<file path="src/rtl/led_nibble_pkg.sv">
// Shared types and constants for the LED nibble capture path.
package led_nibble_pkg;

    localparam int unsigned NIBBLE_W    = 4;
    localparam int unsigned NUM_NIBBLES = 4;
    localparam int unsigned WORD_W      = 16;

    typedef enum logic [1:0] {
        IDLE,
        ALIGN,
        SLOT,
        DONE
    } cap_state_e;

    typedef logic [$clog2(NUM_NIBBLES)-1:0] slot_t;

    localparam slot_t LAST_SLOT = slot_t'(NUM_NIBBLES - 1);

endpackage

</file>
<file path="src/rtl/led_nibble_capture_sync_ff.sv">
// Reset-to-zero multi-flop synchronizer for a bus of asynchronous inputs.
module sync_ff #(
    parameter int unsigned WIDTH  = 1,
    parameter int unsigned STAGES = 2
) (
    input  logic             clk,
    input  logic             rst_n,
    input  logic [WIDTH-1:0] d,
    output logic [WIDTH-1:0] q
);

    logic [STAGES-1:0][WIDTH-1:0] chain;

    always_ff @(posedge clk or negedge rst_n) begin
        if (!rst_n) begin
            chain <= '0;
        end else begin
            chain <= {chain[STAGES-2:0], d};
        end
    end

    assign q = chain[STAGES-1];

endmodule

</file>
<file path="src/rtl/led_nibble_capture.sv">
// Receive side of the LED nibble display link: rebuilds a 16-bit word from the
// nibble-serial stream. Optional macro NIBBLE_CAPTURE_CONFIRM_EN requires two matching frames.
module led_nibble_capture
    import led_nibble_pkg::*;
#(
    parameter int unsigned NIBBLE_CYCLES = 6000000,
    parameter int unsigned SYNC_STAGES   = 2
) (
    input  logic        clk,
    input  logic        rst_n,
    input  logic [3:0]  nib_in,
    input  logic        pos_in,
    output logic [15:0] value,
    output logic        valid,
    output logic        frame_err,
    output logic        busy
);

    localparam int unsigned CNT_W = $clog2(NIBBLE_CYCLES);
    localparam logic [CNT_W-1:0] HALF_LAST = CNT_W'(NIBBLE_CYCLES / 2 - 1);
    localparam logic [CNT_W-1:0] SLOT_LAST = CNT_W'(NIBBLE_CYCLES - 1);

    logic [NIBBLE_W:0]   sync_q;
    logic                pos_s;
    logic [NIBBLE_W-1:0] nib_s;
    logic                pos_d;
    logic                pos_rise;

    cap_state_e          state, state_nx;
    logic [CNT_W-1:0]    cnt;
    slot_t               slot;
    logic [WORD_W-1:0]   sr;

    logic cnt_clr, cnt_inc, slot_clr, slot_inc, shift_en, err_d, done;

`ifdef NIBBLE_CAPTURE_CONFIRM_EN
    logic [WORD_W-1:0] cand;
    logic              cand_v;
`endif

    sync_ff #(
        .WIDTH  (NIBBLE_W + 1),
        .STAGES (SYNC_STAGES)
    ) u_sync (
        .clk   (clk),
        .rst_n (rst_n),
        .d     ({pos_in, nib_in}),
        .q     (sync_q)
    );

    assign pos_s    = sync_q[NIBBLE_W];
    assign nib_s    = sync_q[NIBBLE_W-1:0];
    assign pos_rise = pos_s & ~pos_d;
    assign busy     = (state == ALIGN) || (state == SLOT);

    always_ff @(posedge clk or negedge rst_n) begin
        if (!rst_n) begin
            state <= IDLE;
        end else begin
            state <= state_nx;
        end
    end

    always_comb begin
        state_nx = state;
        cnt_clr  = 1'b0;
        cnt_inc  = 1'b0;
        slot_clr = 1'b0;
        slot_inc = 1'b0;
        shift_en = 1'b0;
        err_d    = 1'b0;
        done     = 1'b0;
        unique case (state)
            IDLE: begin
                if (pos_rise) begin
                    cnt_clr  = 1'b1;
                    slot_clr = 1'b1;
                    state_nx = ALIGN;
                end
            end
            ALIGN: begin
                // A marker that has already dropped at mid-slot was a glitch
                if (cnt == HALF_LAST) begin
                    cnt_clr = 1'b1;
                    if (pos_s) begin
                        shift_en = 1'b1;
                        slot_inc = 1'b1;
                        state_nx = SLOT;
                    end else begin
                        err_d    = 1'b1;
                        state_nx = IDLE;
                    end
                end else begin
                    cnt_inc = 1'b1;
                end
            end
            SLOT: begin
                if (cnt == SLOT_LAST) begin
                    cnt_clr = 1'b1;
                    if (pos_s) begin
                        err_d    = 1'b1;
                        state_nx = IDLE;
                    end else begin
                        shift_en = 1'b1;
                        if (slot == LAST_SLOT) begin
                            state_nx = DONE;
                        end else begin
                            slot_inc = 1'b1;
                        end
                    end
                end else begin
                    cnt_inc = 1'b1;
                end
            end
            DONE: begin
                done     = 1'b1;
                state_nx = IDLE;
            end
            default: state_nx = IDLE;
        endcase
    end

    always_ff @(posedge clk or negedge rst_n) begin
        if (!rst_n) begin
            pos_d     <= 1'b0;
            cnt       <= '0;
            slot      <= '0;
            sr        <= '0;
            value     <= '0;
            valid     <= 1'b0;
            frame_err <= 1'b0;
`ifdef NIBBLE_CAPTURE_CONFIRM_EN
            cand      <= '0;
            cand_v    <= 1'b0;
`endif
        end else begin
            pos_d     <= pos_s;
            valid     <= 1'b0;
            frame_err <= err_d;

            if (cnt_clr) begin
                cnt <= '0;
            end else if (cnt_inc) begin
                cnt <= cnt + CNT_W'(1);
            end

            if (slot_clr) begin
                slot <= '0;
            end else if (slot_inc) begin
                slot <= slot + slot_t'(1);
            end

            if (shift_en) begin
                sr <= {sr[WORD_W-NIBBLE_W-1:0], nib_s};
            end

`ifdef NIBBLE_CAPTURE_CONFIRM_EN
            if (err_d) begin
                cand_v <= 1'b0;
            end
            // Publish only when this frame repeats the previous error-free one
            if (done) begin
                if (cand_v && (cand == sr)) begin
                    value <= sr;
                    valid <= 1'b1;
                end else begin
                    cand   <= sr;
                    cand_v <= 1'b1;
                end
            end
`else
            if (done) begin
                value <= sr;
                valid <= 1'b1;
            end
`endif
        end
    end

endmodule
</file>
<file path="config.mk">
export PLATFORM = sky130hd
export DESIGN_NAME = led_nibble_capture
export DESIGN_NICKNAME = d
export VERILOG_FILES = /design/src/rtl/led_nibble_pkg.sv /design/src/rtl/led_nibble_capture_sync_ff.sv /design/src/rtl/led_nibble_capture.sv
export SDC_FILE = /design/constraint.sdc
export NUM_CORES = 1
export LEC_CHECK = 0
export CAP_MARGIN = 20
export CORE_ASPECT_RATIO = 0.9
export CORE_UTILIZATION = 62
export DETAILED_ROUTE_END_ITERATION = 7
export PLACE_DENSITY = 0.84
export SLEW_MARGIN = 15
export SYNTH_ARGS = -nofsm -noshare
export SYNTH_HDL_FRONTEND = slang
export SYNTH_SLANG_ARGS = --single-unit
export TNS_END_PERCENT = 20
</file>
<file path="constraint.sdc">
create_clock -name clk -period 3.4 [get_ports clk]
set_input_delay 0.68 -clock clk [delete_from_list [all_inputs] [get_ports clk]]
set_output_delay 0.68 -clock clk [all_outputs]
set_load 0.02 [all_outputs]
</file>
clock_map.png
Scale: 6 px per um.
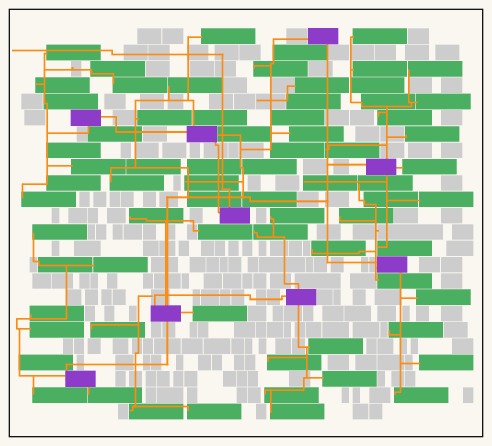
[cells driving clock nets] purple | count: 9
[flip-flops] green | count: 72
[clock wires] orange | length: 834 um
routed clock nets: 10
flops lie: all over the die

cell_classes.png
Scale: 4 px per um. Fill, decap, tap and diode cells in gray.
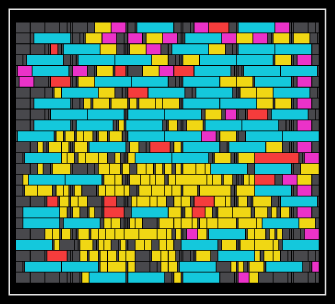
[other buffers and delay cells] magenta | cells: 28
[clock drivers and dummy loads] red | cells: 16
[all other logic] yellow | cells: 195
[flip-flops] cyan | cells: 72

final_clocks.png
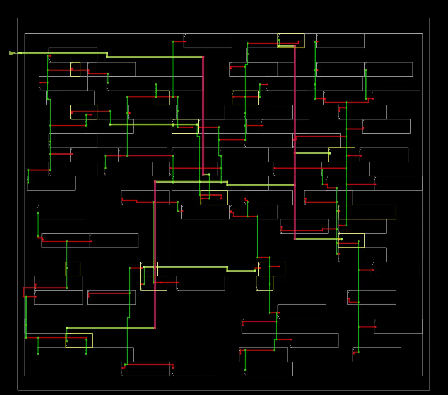
Clock net power: 687 uW
num sequential: 72
insertion delay at the late pin of the worst-skew pair: 0.36 ns
sink count of the clock tree: 72

==> flow_metrics.env <==
# yosys + openroad results
export IMPL_run_status="completed"
export IMPL_synth_cellmix_simpleShare_pct=16.2
export IMPL_pwr_share_clk_pct=33.4
export IMPL_number_of_antenna_violations_at_the_first_check_in_global_routing=0
export IMPL_achievable_frequency_mhz=382
export IMPL_wire_length_after_detailed_routing_um=6390
export IMPL_top_cell="sky130_fd_sc_hd__dfrtp_1"
export IMPL_drt_first_iter_violations=113
export IMPL_cts_max_path_buffers=2
export IMPL_core_area_sq_um=4950
export IMPL_synth_logic_top_family="simple AND/OR/NAND/NOR gates"
export IMPL_final_design_area_no_fill_sq_um=3770
export IMPL_worstPathMaxFanout=6
export IMPL_postCtsSetupBuffers=0
export IMPL_portion_of_the_layout_cell_area_used_by_non_clock_buffers_pct=7.11
export IMPL_layout_drive_gt1_share_pct=18.3
export IMPL_number_of_buffers_added_by_the_clock_tree_synthesis_step=9
export IMPL_worst_pin_slew_ns=0.859
export IMPL_synth_async_sr_flop_share_pct=100
export IMPL_synth_seq_cells=72
export IMPL_netlist_area_sq_um=3280
export IMPL_worstPathRequired_ns=2.72
export IMPL_hpwlAfterDp_um=4240
export IMPL_cp_num_cells=3
export IMPL_cts_root_buf="sky130_fd_sc_hd__clkbuf_8"
export IMPL_area_share_clock_buf_inv_pct=5.45
export IMPL_wl_met1_um=2940
export IMPL_power_sequential_fraction_pct=45.7
export IMPL_num_vias=2199
export IMPL_wl_met3_um=270
export IMPL_total_power_mw=2.05
export IMPL_drv_slew=0
export IMPL_timing_slew_headroom_pct=42.7
export IMPL_ff2ff_setup_slack_ns=0.80
export IMPL_non_clock_buffer_count=28
export IMPL_die_h_um=71.0
export IMPL_count_of_warnings_emitted_by_yosys=0
export IMPL_crit_reg2reg_capture="cnt[20]"
export IMPL_grtUsageTotal_pct=26.2
export IMPL_final_cell_utilization_of_the_core_pct=76.0
export IMPL_critical_path_n_buffers_inverters=2
export IMPL_ys_flop_type="sky130_fd_sc_hd__dfrtp_1"
export IMPL_setup_violations=0
export IMPL_globalRouteMet3Util_pct=8.90
export IMPL_critPathTopFamily="buffers and inverters"
export IMPL_dpl_instance_area_sq_um=3560
export IMPL_clock_buffer_count=10
export IMPL_preCtsSetupSlack_ns=0.821
export IMPL_lay_top_count="sky130_fd_sc_hd__dfrtp_1"
export IMPL_routedWlPerCell_um=17.0
export IMPL_comb_area_share_pct=36.9
export IMPL_largest_register_ffs=23
export IMPL_yosys_area_top_type="sky130_fd_sc_hd__dfrtp_1"
export IMPL_grt_pass1_vias=2230
export IMPL_placed_cells=360
export IMPL_layoutNonFillerInstCount=376
export IMPL_drt_pre_antenna_iters=4
export IMPL_number_of_instances_in_the_synthesized_netlist=278
export IMPL_post_synth_num_cell_types=46
export IMPL_rr_worst_depth=6
export IMPL_grt_busiest_layer="met2"
export IMPL_final_nets=320
export IMPL_final_setup_tns_ns=0
export IMPL_rsz0062_at_grt="false"
export IMPL_postSynthNetCount=292
export IMPL_net_switching_power_uw=639
export IMPL_boundaryPins=26
export IMPL_gp_routability_congestion=0.843
export IMPL_maxPowerGroup="sequential cells"
export IMPL_finClkSkew_ns=0.00825
export IMPL_layout_comb_gates_multi_input=189
export IMPL_timing_critical_path_cells="inv_1 > ha_1 > clkdlybuf4s50_1"
export IMPL_die_size_x_um=78.7
export IMPL_register_ranked_first_by_flip_flop_count="cnt"
export IMPL_antenna_diode_count=0
export IMPL_finalCriticalPeriod_ns=2.62
export IMPL_post_synth_mux_area_share_pct=12.6
export IMPL_comb_power_uw=429
export IMPL_topCellsByArea="sky130_fd_sc_hd__dfrtp_1 55%, sky130_fd_sc_hd__mux2_2 11%, sky130_fd_sc_hd__or3_1 3.1%, sky130_fd_sc_hd__a21oi_1 2.7%, sky130_fd_sc_hd__ha_1 2.7%"
export IMPL_slowest_stage="sky130_fd_sc_hd__clkdlybuf4s50_1"
export IMPL_crit_path_start="state[0]"
export IMPL_syn_to_final_growth_pct=14.9
export IMPL_n_all_inverters=6
export IMPL_p_sw_share_pct=31.1
export IMPL_critical_path_endpoint_type="output pin"
export IMPL_startpoint_type="flop"
export IMPL_grt_overflow_total=0
export IMPL_cts_hold_buffers_added=0
export IMPL_post_cts_resize_count=0
export IMPL_largestRegisters="cnt (23), sr (16), value (16)"
export IMPL_seq_share_pct=47.8
export IMPL_final_hold_worst_slack_ns=0.223
export IMPL_cap_violations=0
export IMPL_worst_slack_ns=0.785
export IMPL_std_cell_rows=24
export IMPL_vias_per_cell=5.85
export IMPL_fillers=336
export IMPL_floorplanUtilization_pct=66.2
export IMPL_synth_edff_count=0
export IMPL_synth_adder_area_share_pct=2.67
export IMPL_internal_power_mw=1.42
export IMPL_dominant_cell_class="flip-flops and latches"
export IMPL_number_of_buffers_added_on_ports=25
export IMPL_groute_layer_met2_usage_pct=41.6
export IMPL_tritoncts="built"
export IMPL_die_area_sq_um=5580
met2.png
Scale: 6 px per um.
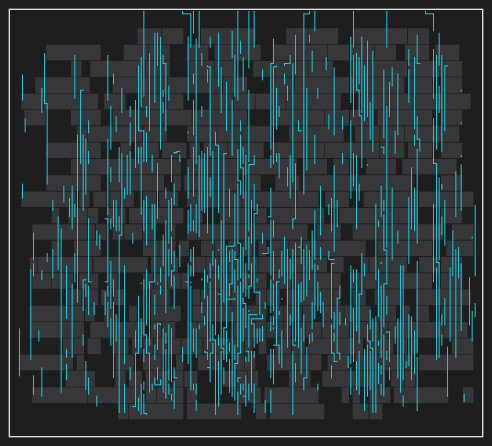
main direction: vertical
longest straight run: 30.1 um
share of all routed wire: 48%

port_nets.png
Scale: 4 px per um.
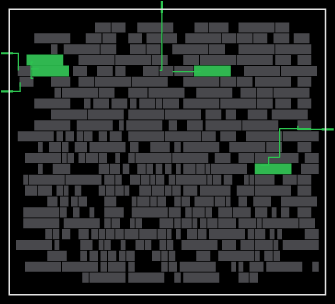
[nib_in] green | bits: 4 | direction: input | end cells: 4 | wire: 67.9 um

No activity file was given, so power comes from the tool's default toggle rates.
